`config.mk`:
```
export PLATFORM = sky130hd
export DESIGN_NAME = collide_arbiter
export DESIGN_NICKNAME = d
export VERILOG_FILES = /design/src/rtl/collide_arbiter.sv
export SDC_FILE = /design/constraint.sdc
export NUM_CORES = 1
export LEC_CHECK = 0
export CAP_MARGIN = 20
export CORE_MARGIN = 8
export CORE_UTILIZATION = 40
export CTS_CLUSTER_DIAMETER = 60
export DETAILED_ROUTE_END_ITERATION = 12
export PLACE_DENSITY = 0.85
export SYNTH_ARGS = -nofsm -noshare
export SYNTH_HDL_FRONTEND = slang
export SYNTH_SLANG_ARGS = --single-unit
```
`constraint.sdc`:
```
create_clock -name Clk -period 2.7 [get_ports Clk]
set_clock_uncertainty 0.15 [all_clocks]
set_input_delay 0.54 -clock Clk [delete_from_list [all_inputs] [get_ports Clk]]
set_output_delay 0.54 -clock Clk [all_outputs]
set_load 0.01 [all_outputs]
```
`src/rtl/collide_arbiter.sv`:
```
// Round-robin arbiter sharing one collision-check port between requesters.
// One query in flight: capture, hold x/y for CHK_LAT cycles, return tagged result.
module collide_arbiter #(
    parameter int REQ_num  = 4,
    parameter int REQ_bits = 2,
    parameter int X_bits   = 8,
    parameter int Y_bits   = 7,
    parameter int CHK_LAT  = 2
) (
    input  logic                       Clk,
    input  logic                       RESET_SIM_N,
    input  logic [REQ_num-1:0]         req,
    input  logic [REQ_num*X_bits-1:0]  req_x,
    input  logic [REQ_num*Y_bits-1:0]  req_y,
    output logic [REQ_num-1:0]         grant,
    output logic [X_bits-1:0]          collide_x,
    output logic [Y_bits-1:0]          collide_y,
    input  logic                       collision,
    output logic                       rsp_valid,
    output logic [REQ_bits-1:0]        rsp_id,
    output logic                       rsp_collision,
    output logic                       busy
);

    localparam logic [1:0] S_IDLE = 2'd0;
    localparam logic [1:0] S_WAIT = 2'd1;
    localparam logic [1:0] S_RESP = 2'd2;

    localparam int CW = (CHK_LAT > 1) ? $clog2(CHK_LAT) : 1;
    localparam logic [CW-1:0] LAT_M1 = CW'(CHK_LAT - 1);
    localparam logic [REQ_bits-1:0] ID_LAST = REQ_bits'(REQ_num - 1);

    logic [1:0]          r_state;
    logic [REQ_bits-1:0] r_rr_ptr;
    logic [CW-1:0]       r_wait_ctr;
    logic [REQ_bits-1:0] r_id;
    logic [X_bits-1:0]   r_x;
    logic [Y_bits-1:0]   r_y;
    logic [REQ_num-1:0]  r_grant;
    logic                r_rsp_valid;
    logic [REQ_bits-1:0] r_rsp_id;
    logic                r_rsp_collision;

    logic                w_found;
    logic [REQ_bits-1:0] w_pick;
    logic [REQ_bits-1:0] w_idx;
    logic [REQ_num-1:0]  w_onehot;
    int                  w_sum;

    // Scan from rr_ptr upward, wrapping at REQ_num (not a power of two in general)
    always_comb begin
        w_found = 1'b0;
        w_pick  = '0;
        w_idx   = '0;
        w_sum   = 0;
        for (int k = 0; k < REQ_num; k++) begin
            w_sum = int'(r_rr_ptr) + k;
            if (w_sum >= REQ_num)
                w_sum = w_sum - REQ_num;
            w_idx = REQ_bits'(w_sum);
            if (!w_found && req[w_idx]) begin
                w_found = 1'b1;
                w_pick  = w_idx;
            end
        end
    end

    assign w_onehot = {{(REQ_num-1){1'b0}}, 1'b1} << w_pick;

    always_ff @(posedge Clk) begin
        if (!RESET_SIM_N) begin
            r_state         <= S_IDLE;
            r_rr_ptr        <= '0;
            r_wait_ctr      <= '0;
            r_id            <= '0;
            r_x             <= '0;
            r_y             <= '0;
            r_grant         <= '0;
            r_rsp_valid     <= 1'b0;
            r_rsp_id        <= '0;
            r_rsp_collision <= 1'b0;
        end else begin
            r_grant     <= '0;
            r_rsp_valid <= 1'b0;
            case (r_state)
                S_IDLE: begin
                    if (w_found) begin
                        r_id       <= w_pick;
                        r_x        <= req_x[int'(w_pick)*X_bits +: X_bits];
                        r_y        <= req_y[int'(w_pick)*Y_bits +: Y_bits];
                        r_wait_ctr <= LAT_M1;
                        r_grant    <= w_onehot;
                        r_state    <= S_WAIT;
                    end
                end
                S_WAIT: begin
                    if (r_wait_ctr == '0) begin
                        r_rsp_collision <= collision;
                        r_rsp_valid     <= 1'b1;
                        r_rsp_id        <= r_id;
                        r_state         <= S_RESP;
                    end else begin
                        r_wait_ctr <= r_wait_ctr - 1'b1;
                    end
                end
                S_RESP: begin
                    r_rr_ptr <= (r_id == ID_LAST) ? '0 : r_id + 1'b1;
                    r_state  <= S_IDLE;
                end
                default: r_state <= S_IDLE;
            endcase
        end
    end

    assign grant         = r_grant;
    assign collide_x     = (r_state == S_WAIT) ? r_x : '0;
    assign collide_y     = (r_state == S_WAIT) ? r_y : '0;
    assign rsp_valid     = r_rsp_valid;
    assign rsp_id        = r_rsp_id;
    assign rsp_collision = r_rsp_collision;
    assign busy          = (r_state != S_IDLE);

endmodule

```
==> flow_metrics.py <==
# Generated from Yosys and OpenROAD reports
metrics = {
    "critical_path": {
        "crit_slowest_cell": "or4_1",
        "worstReg2RegStart": "r_rr_ptr[1]",
        "max_stage_delay_ns": 0.58,
        "rrSetupSlack_ns": 0.56,
        "r2r_cells": 6,
        "critPathCaptureType": "register",
        "path_cells": "clkdlybuf4s50_1 -> buf_4 -> or4_1 -> and2_1 -> buf_4 -> a31oi_1 -> o211ai_1",
        "path_buffers": 3,
    },
    "yosys": {
        "top_cell_area_share_pct": 33.3,
        "ys_ff": 30,
        "yosysTopAreaCell": "dfxtp_1",
        "synthesis.area_sq_um": 1810,
        "synth_cell_types": 37,
        "syn_avg_cell_area_sq_um": 7.95,
    },
    "global_route": {
        "grt_max_degree": 22,
        "grt_pass1_vias": 2312,
        "grtUsageTotal_pct": 19.2,
    },
    "pwr": {
        "power.internal_mw": 1.01,
        "vdd_drop_max_v": 0.000498,
        "seqPwrFrac_pct": 36.7,
        "power_mw": 1.41,
        "combPwrFrac_pct": 31.4,
    },
    "clock_network": {
        "cts_buffers": 5,
        "clk_latency_ns": 0.29,
        "cts.sinks": 30,
        "clk_pin_slew_ns": 0.07,
    },
    "sta": {
        "finalSetupViolCount": 0,
        "whs_ns": 0.296,
        "slew_headroom_pct": 68.9,
        "tns_ns": 0,
        "worst_slew_pin_slew_ns": 0.463,
    },
    "placement": {
        "place_inst": 373,
        "routabilityCongestion": 0.879,
        "place.port_buffers": 90,
        "dp_hpwl_mm": 5.07,
        "place_worst_setup_slack_ns": -0.173,
        "placedInstanceArea_sq_um": 2860,
    },
    "run_status": {
        "outcome": "finished clean",
    },
    "finish": {
        "final_cell_area_sq_um": 2980,
        "seq_area_sq_um": 601,
        "n_antenna_cell": 0,
        "drive_above_1_share_pct": 11.5,
    },
    "worst_hold_path": {
        "hold_class": "register to register",
    },
    "route": {
        "ant_nets": 0,
        "routed_via_density": 5.61,
        "wl_mm": 6.75,
        "drt_iter0_drc": 197,
    },
    "floorplan": {
        "fp-utilization_pct": 41.5,
        "die_y_microns": 83.2,
    },
}
[registers in the layout, summed over array words and instances (netlist names)]
| signal | cells |
|---|---|
| r_x | 8 |
| r_y | 7 |
| rsp_id | 2 |
| r_id | 2 |
| grant | 4 |
| r_wait_ctr | 1 |
| rsp_collision | 1 |
| r_rr_ptr | 2 |
| rsp_valid | 1 |
| r_state | 2 |
[worst max-delay path by stage]
stage               endpoint   start  depth (start not counted)  slack (ns)
floorplan             r_y[2]  req[0]                          7        0.54
global route          r_y[6]  req[1]                          7        0.14
global placement      r_x[5]  req[0]                          6       -0.06
detailed placement    r_x[1]  req[2]                          6       -0.17
CTS                   r_x[1]  req[2]                          6        0.11
finish                r_y[1]  req[3]                          7        0.27
[cell usage after synthesis]
cell / n
mux2i_1: 3
or2_2: 1
nand2b_1: 1
a211o_1: 10
and2b_1: 2
nor3_1: 4
inv_1: 2
and3_4: 1
o22ai_1: 1
nor4_2: 2
and3_1: 9
and2_1: 27
o211ai_1: 9
o211a_1: 1
a211oi_1: 11
buf_4: 1
buf_2: 2
dfxtp_1: 30
o221ai_1: 1
ha_1: 1
a211oi_2: 1
or4_4: 1
or4_1: 2
inv_2: 1
o21ai_0: 15
nand2_1: 15
a31oi_1: 10
nor2_1: 11
nand3_1: 21
a21oi_1: 7
o31ai_1: 5
nor2b_1: 4
buf_6: 3
o21a_1: 1
buf_1: 1
clkbuf_1: 9
nand2_2: 1
[worst register-to-register path, stage by stage, from the launching register on]
cell	delay, ns
dfxtp_1	0.49
inv_2	0.11
or4_4	0.58
nand2_2	0.29
buf_4	0.24
nand3_1	0.10
o211ai_1	0.12
[cell families (layout without fill, tap and decap cells)]
group	after synthesis	in the layout	share of synthesized area, %
AND-OR/OR-AND	72	72	27.3
adder cells (fa/ha/maj)	1	1	0.693
flip-flops	30	30	33.3
multiplexers	3	3	1.66
buffers and inverters	19	122	5.54
AND/OR/NAND/NOR	102	102	31.5
[area by class of cell]
type                       count  share of cell area, %
multi-input combinational    178                   37.3
clock inverter                 3                   1.34
sequential                    30                   20.2
tap                           52                   2.18
timing repair buffer         111                   36.4
inverter                       3                  0.378
clock buffer                   5                   2.31
[routing by layer]
metal,up-vias,routed length (microns),global-route usage [%]
li1,1044,-,-
met1,994,2860,22.2
met2,89,3200,31.5
met3,15,508,6.25
met4,0,178,8.63
met5,-,0,0
[power by group through the flow]
stage	clock network (mW)	registers, mW	logic [mW]
after floorplan	0	0.521	0.205
after global placement	0	0.524	0.428
after detailed placement	0	0.527	0.438
after CTS	0.458	0.517	0.441
after global routing	0.478	0.522	0.483
final	0.451	0.518	0.444
[placed cells by master, fill, tap and decap left out, types with 3 or more instances in the layout]
cell,synthesis,routed
clkdlybuf4s50_1,0,90
dfxtp_1,30,30
and2_1,27,27
nand3_1,21,21
buf_4,1,19
nand2_1,15,15
o21ai_0,15,15
nor2_1,11,11
a211oi_1,11,11
a31oi_1,10,10
a211o_1,10,10
o211ai_1,9,9
and3_1,9,9
a21oi_1,7,7
o31ai_1,5,5
clkbuf_8,0,5
nor2b_1,4,4
mux2i_1,3,3
nor3_1,4,3
[repair_timing]
action | in CTS | in global routing
setup endpoints to repair | 0 | 2
hold buffers | 0 | 0
resized | 0 | 1
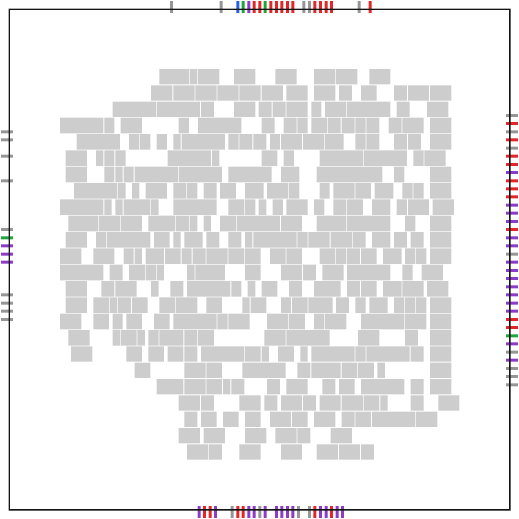
(ports around the boundary)
(6 px per micron) Pins as bars across the die edge, other pins in grey.
legend:
  green:
    port: grant
    pins: 4
    direction: output
    edge: 2 top, 1 left, 1 right
  blue:
    port: rsp_valid
    pins: 1
    direction: output
    edge: top
  purple:
    port: req_x
    pins: 32
    direction: input
    edge: 15 right, 13 bottom, 3 left, 1 top
  red:
    port: req_y
    pins: 28
    direction: input
    edge: 12 top, 10 right, 6 bottom
all pins by edge: 34 right, 23 bottom, 21 top, 13 left

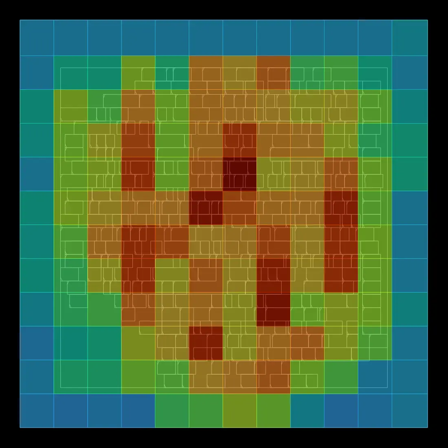
(track usage over the die)
final core utilization: 68.4%
WL per Instance: 17.7 microns
met3 Use GR: 6.25%

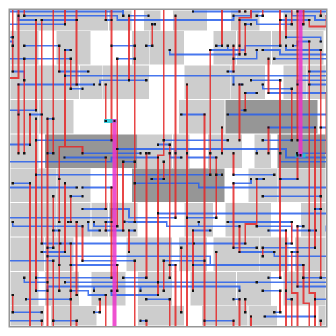
(zoomed window)
Window x 29 to 54, y 12 to 37 microns. Cells in grey, sequential cells in the stronger grey; small squares are vias.
legend:
  blue:
    layer: M1
  red:
    layer: M2
  magenta:
    layer: M4
  cyan:
    layer: M3
sequential cells in the window: 4
cells with their middle in the window: 61
most frequent: clkdlybuf4s50_1 (16), and3_1 (6), a211oi_1 (6)
netlist names of flops here include: r_x (3), r_y (1)

No activity file was given, so power comes from the tool's default toggle rates.
